==> config.mk <==
export PLATFORM = sky130hd
export DESIGN_NAME = req_responder
export DESIGN_NICKNAME = d
export VERILOG_FILES = /design/src/rtl/req_responder.sv
export SDC_FILE = /design/constraint.sdc
export NUM_CORES = 1
export LEC_CHECK = 0
export ABC_CLOCK_PERIOD_IN_PS = 3900
export CORE_MARGIN = 2
export CORE_UTILIZATION = 35
export CTS_BUF_LIST = sky130_fd_sc_hd__clkbuf_16
export DETAILED_ROUTE_END_ITERATION = 10
export HOLD_SLACK_MARGIN = 0.05
export SKIP_LAST_GASP = 1
export SLEW_MARGIN = 20
export SYNTH_ARGS = -nofsm -noshare
export SYNTH_HDL_FRONTEND = slang
export SYNTH_SLANG_ARGS = --single-unit
==> constraint.sdc <==
create_clock -name clock -period 3.9 [get_ports clock]
set_input_delay 0.78 -clock clock [delete_from_list [all_inputs] [get_ports clock]]
set_output_delay 0.78 -clock clock [all_outputs]
set_load 0.01 [all_outputs]
==> src/rtl/req_responder.sv <==
// Per-address version counters with an in-order read-response FIFO.
// Writes bump a version; reads queue {addr, version} for the consumer.
module req_responder #(
  parameter int WIDTH     = 2,
  parameter int LENGTH    = 4,
  parameter int LOGLENGTH = 2,
  parameter int VWIDTH    = 4
) (
  input  logic              clock,
  input  logic              reset,
  input  logic              validin,
  input  logic [WIDTH-1:0]  addrin,
  input  logic              isread,
  output logic              busy,
  output logic              rspvalid,
  output logic [WIDTH-1:0]  rspaddr,
  output logic [VWIDTH-1:0] rspdata,
  input  logic              rspack,
  output logic              overflow
);

  localparam int                   DEPTH = 2**WIDTH;
  localparam logic [LOGLENGTH:0]   FULL  = (LOGLENGTH+1)'(LENGTH);

  logic [VWIDTH-1:0]    ver_q       [DEPTH];
  logic [VWIDTH-1:0]    ver_d       [DEPTH];
  logic [WIDTH-1:0]     fifo_addr_q [LENGTH];
  logic [WIDTH-1:0]     fifo_addr_d [LENGTH];
  logic [VWIDTH-1:0]    fifo_data_q [LENGTH];
  logic [VWIDTH-1:0]    fifo_data_d [LENGTH];
  logic [LOGLENGTH-1:0] readhead_q, readhead_d;
  logic [LOGLENGTH-1:0] readtail_q, readtail_d;
  logic [LOGLENGTH:0]   count_q, count_d;
  logic                 overflow_q, overflow_d;
  logic                 pop, push, is_rd;

  assign busy     = (count_q == FULL);
  assign rspvalid = (count_q != '0);
  assign rspaddr  = fifo_addr_q[readhead_q];
  assign rspdata  = fifo_data_q[readhead_q];
  assign overflow = overflow_q;

  always_comb begin
    ver_d       = ver_q;
    fifo_addr_d = fifo_addr_q;
    fifo_data_d = fifo_data_q;
    readhead_d  = readhead_q;
    readtail_d  = readtail_q;
    count_d     = count_q;
    overflow_d  = overflow_q;

    pop   = rspvalid && rspack;
    is_rd = validin && isread;
    // A pop frees the head slot this edge, so a full FIFO can still take a read.
    push  = is_rd && (!busy || pop);

    if (validin && !isread)
      ver_d[addrin] = ver_q[addrin] + VWIDTH'(1);

    if (push) begin
      fifo_addr_d[readtail_q] = addrin;
      fifo_data_d[readtail_q] = ver_q[addrin];
      readtail_d              = readtail_q + LOGLENGTH'(1);
    end
    if (pop)
      readhead_d = readhead_q + LOGLENGTH'(1);

    case ({push, pop})
      2'b10:   count_d = count_q + (LOGLENGTH+1)'(1);
      2'b01:   count_d = count_q - (LOGLENGTH+1)'(1);
      default: count_d = count_q;
    endcase

    if (is_rd && !push)
      overflow_d = 1'b1;
  end

  always_ff @(posedge clock) begin
    if (reset) begin
      for (int i = 0; i < DEPTH; i++)  ver_q[i] <= '0;
      for (int i = 0; i < LENGTH; i++) begin
        fifo_addr_q[i] <= '0;
        fifo_data_q[i] <= '0;
      end
      readhead_q <= '0;
      readtail_q <= '0;
      count_q    <= '0;
      overflow_q <= 1'b0;
    end else begin
      ver_q       <= ver_d;
      fifo_addr_q <= fifo_addr_d;
      fifo_data_q <= fifo_data_d;
      readhead_q  <= readhead_d;
      readtail_q  <= readtail_d;
      count_q     <= count_d;
      overflow_q  <= overflow_d;
    end
  end

endmodule

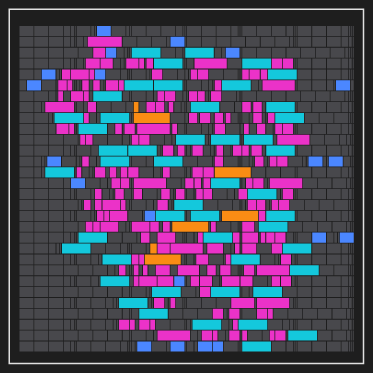
*Cell classes on the final placement*
(4 px per um) Fill, decap, tap and diode cells in gray.
| class | color | cells | share of their area |
|---|---|---|---|
| other buffers and delay cells | blue | 20 | 7.1% |
| clock drivers and dummy loads | orange | 7 | 5.0% |
| all other logic | magenta | 182 | 52% |
| flip-flops | cyan | 48 | 36% |

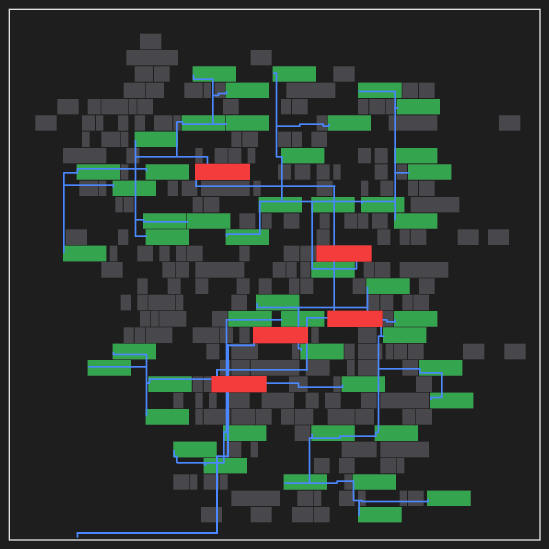
*Clock distribution*
(6 px per um)
[flip-flops] green | count: 48
[cells driving clock nets] red | count: 5
[clock wires] blue | length: 599 um
routed clock nets: 6

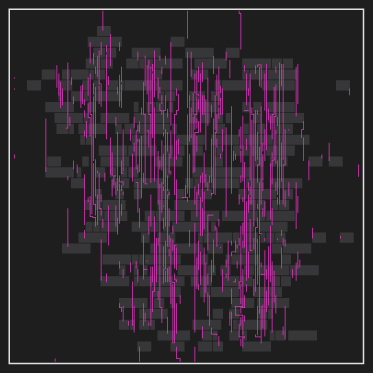
*Signal wires on met2*
(4 px per um)
main direction: vertical
wire length on this layer: 2590 um
longest straight run: 35.4 um

==> run summary <==
Physical implementation status

The worst path arrival time stands at 3.06 ns. The flip-flop and latch area stands at 961 um^2. The via count normalized by instance count stands at 5.50. The final worst setup slack stands at 1.06 ns. The number of buffers inserted by hold repair at cts stands at 0. The highest supply drop recorded on VDD is 244 uV. The x dimension of the die stands at 88.2 um.

Setup repair after global routing left no endpoint under its margin. The power attributed to sequential cells stands at 568 uW. The share of post-route cells with drive strength above 1 stands at 10.5%. The total clock network power stands at 406 uW. Ranked by total area, the top cell class in this layout is multi-input combinational cells. According to the Yosys statistics, the synthesized design has a chip area of 2480 um^2.

The met2 usage stands at 24.4%. The post-synthesis instance area stands at 2480 um^2. The share of the synthesized area in the top cell type stands at 38.7%. The count of buffers not belonging to the clock network in the layout stands at 20. Internal power comes to 859 uW.

After routing the design area is 2780 um^2. Detailed routing placed a total of 2590 um of wire on met2. Looking at the critical path, the single cell with the biggest stage delay is or4b_1. The clock tree buffer count of the final layout stands at 5. The power report puts the net switching power at 352 uW.

Entering global routing, the biggest net connects 49 pins. Leaving out fill and tap cells, the most frequent cell in the layout is dfxtp_1. The number of nets in the layout stands at 271. The synthesized flop and latch total stands at 48. The number of antenna violations at the first check in global routing stands at 0. The cell area after placement stands at 2640 um^2.

The power after layout stands at 1210 uW. The post-placement cell count stands at 346. The final HPWL from detailed placement stands at 3720 um. The number of buffers on the longest clock path stands at 2. For this run, global-route usage on met3 was measured as 2.26%. The portion of total power attributed to sequential cells stands at 46.9%.

The share of total power in the clock network stands at 33.5%. Per the post-place timing report, worst setup slack is 0.764 ns. Per the synth stats, the flop cell with the highest instance count is dfxtp_1.

Per the detail_route report, DRC violations left total 0. The synthesis report lists the most area-consuming cells as dfxtp_1 (39%), mux4_2 (9.1%), o31ai_1 (7.3%). The total area of multi-input combinational cells stands at 1340 um^2. The logic share of the area stands at 48.3%. The run finished with clean final reports.

The transition time recorded at the tightest slew-check pin is 0.931 ns.
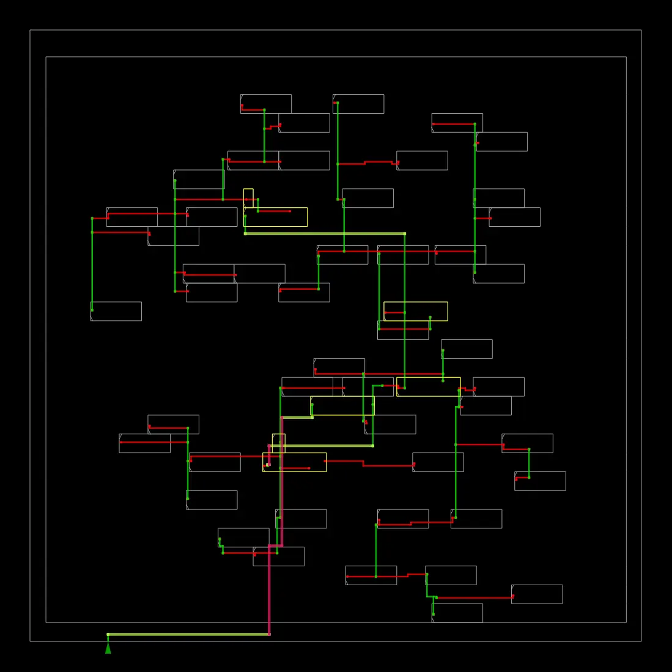
*Clock routing*
latest clock arrival within the worst-skew pair: 0.28 ns
clk sinks: 48

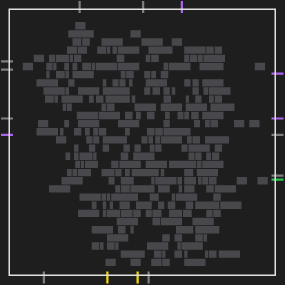
*Ports around the boundary*
(3 px per um) Pins as bars across the die edge, other pins in gray.
| port | color | pins | direction | edge |
|---|---|---|---|---|
| rspdata | purple | 4 | output | 2 right, 1 left, 1 top |
| validin | green | 1 | input | right |
| addrin | yellow | 2 | input | bottom |

-- kinds of logic (layout without fill, tap and decap cells) --
group	count (synthesis)	in the layout	share of synthesized area, %
compound gates	82	82	21.5
simple gates	69	69	17.6
flops	48	48	38.7
buf+inv	37	36	7.21
mux	10	10	9.08
fa+ha+maj	7	7	3.83
xor+xnor	5	5	2.07
-- path summary, 6_finish.rpt --
path              start         end  slack (ns)  depth (start not counted)
min           ver_q[13]   ver_q[13]        0.47                          2
min reg2reg   ver_q[13]   ver_q[13]        0.47                          2
max reg2reg  count_q[0]  count_q[2]        1.60                          8
max              rspack  count_q[2]        1.06                          9
-- registers in the layout, indices dropped and copies added, names as in the netlist --
name and flops:
fifo_data_q 16, ver_q 16, fifo_addr_q 8, count_q 3
readhead_q 2, readtail_q 2, overflow 1
Power figures rest on the tool's default switching activity, not on a simulated workload.
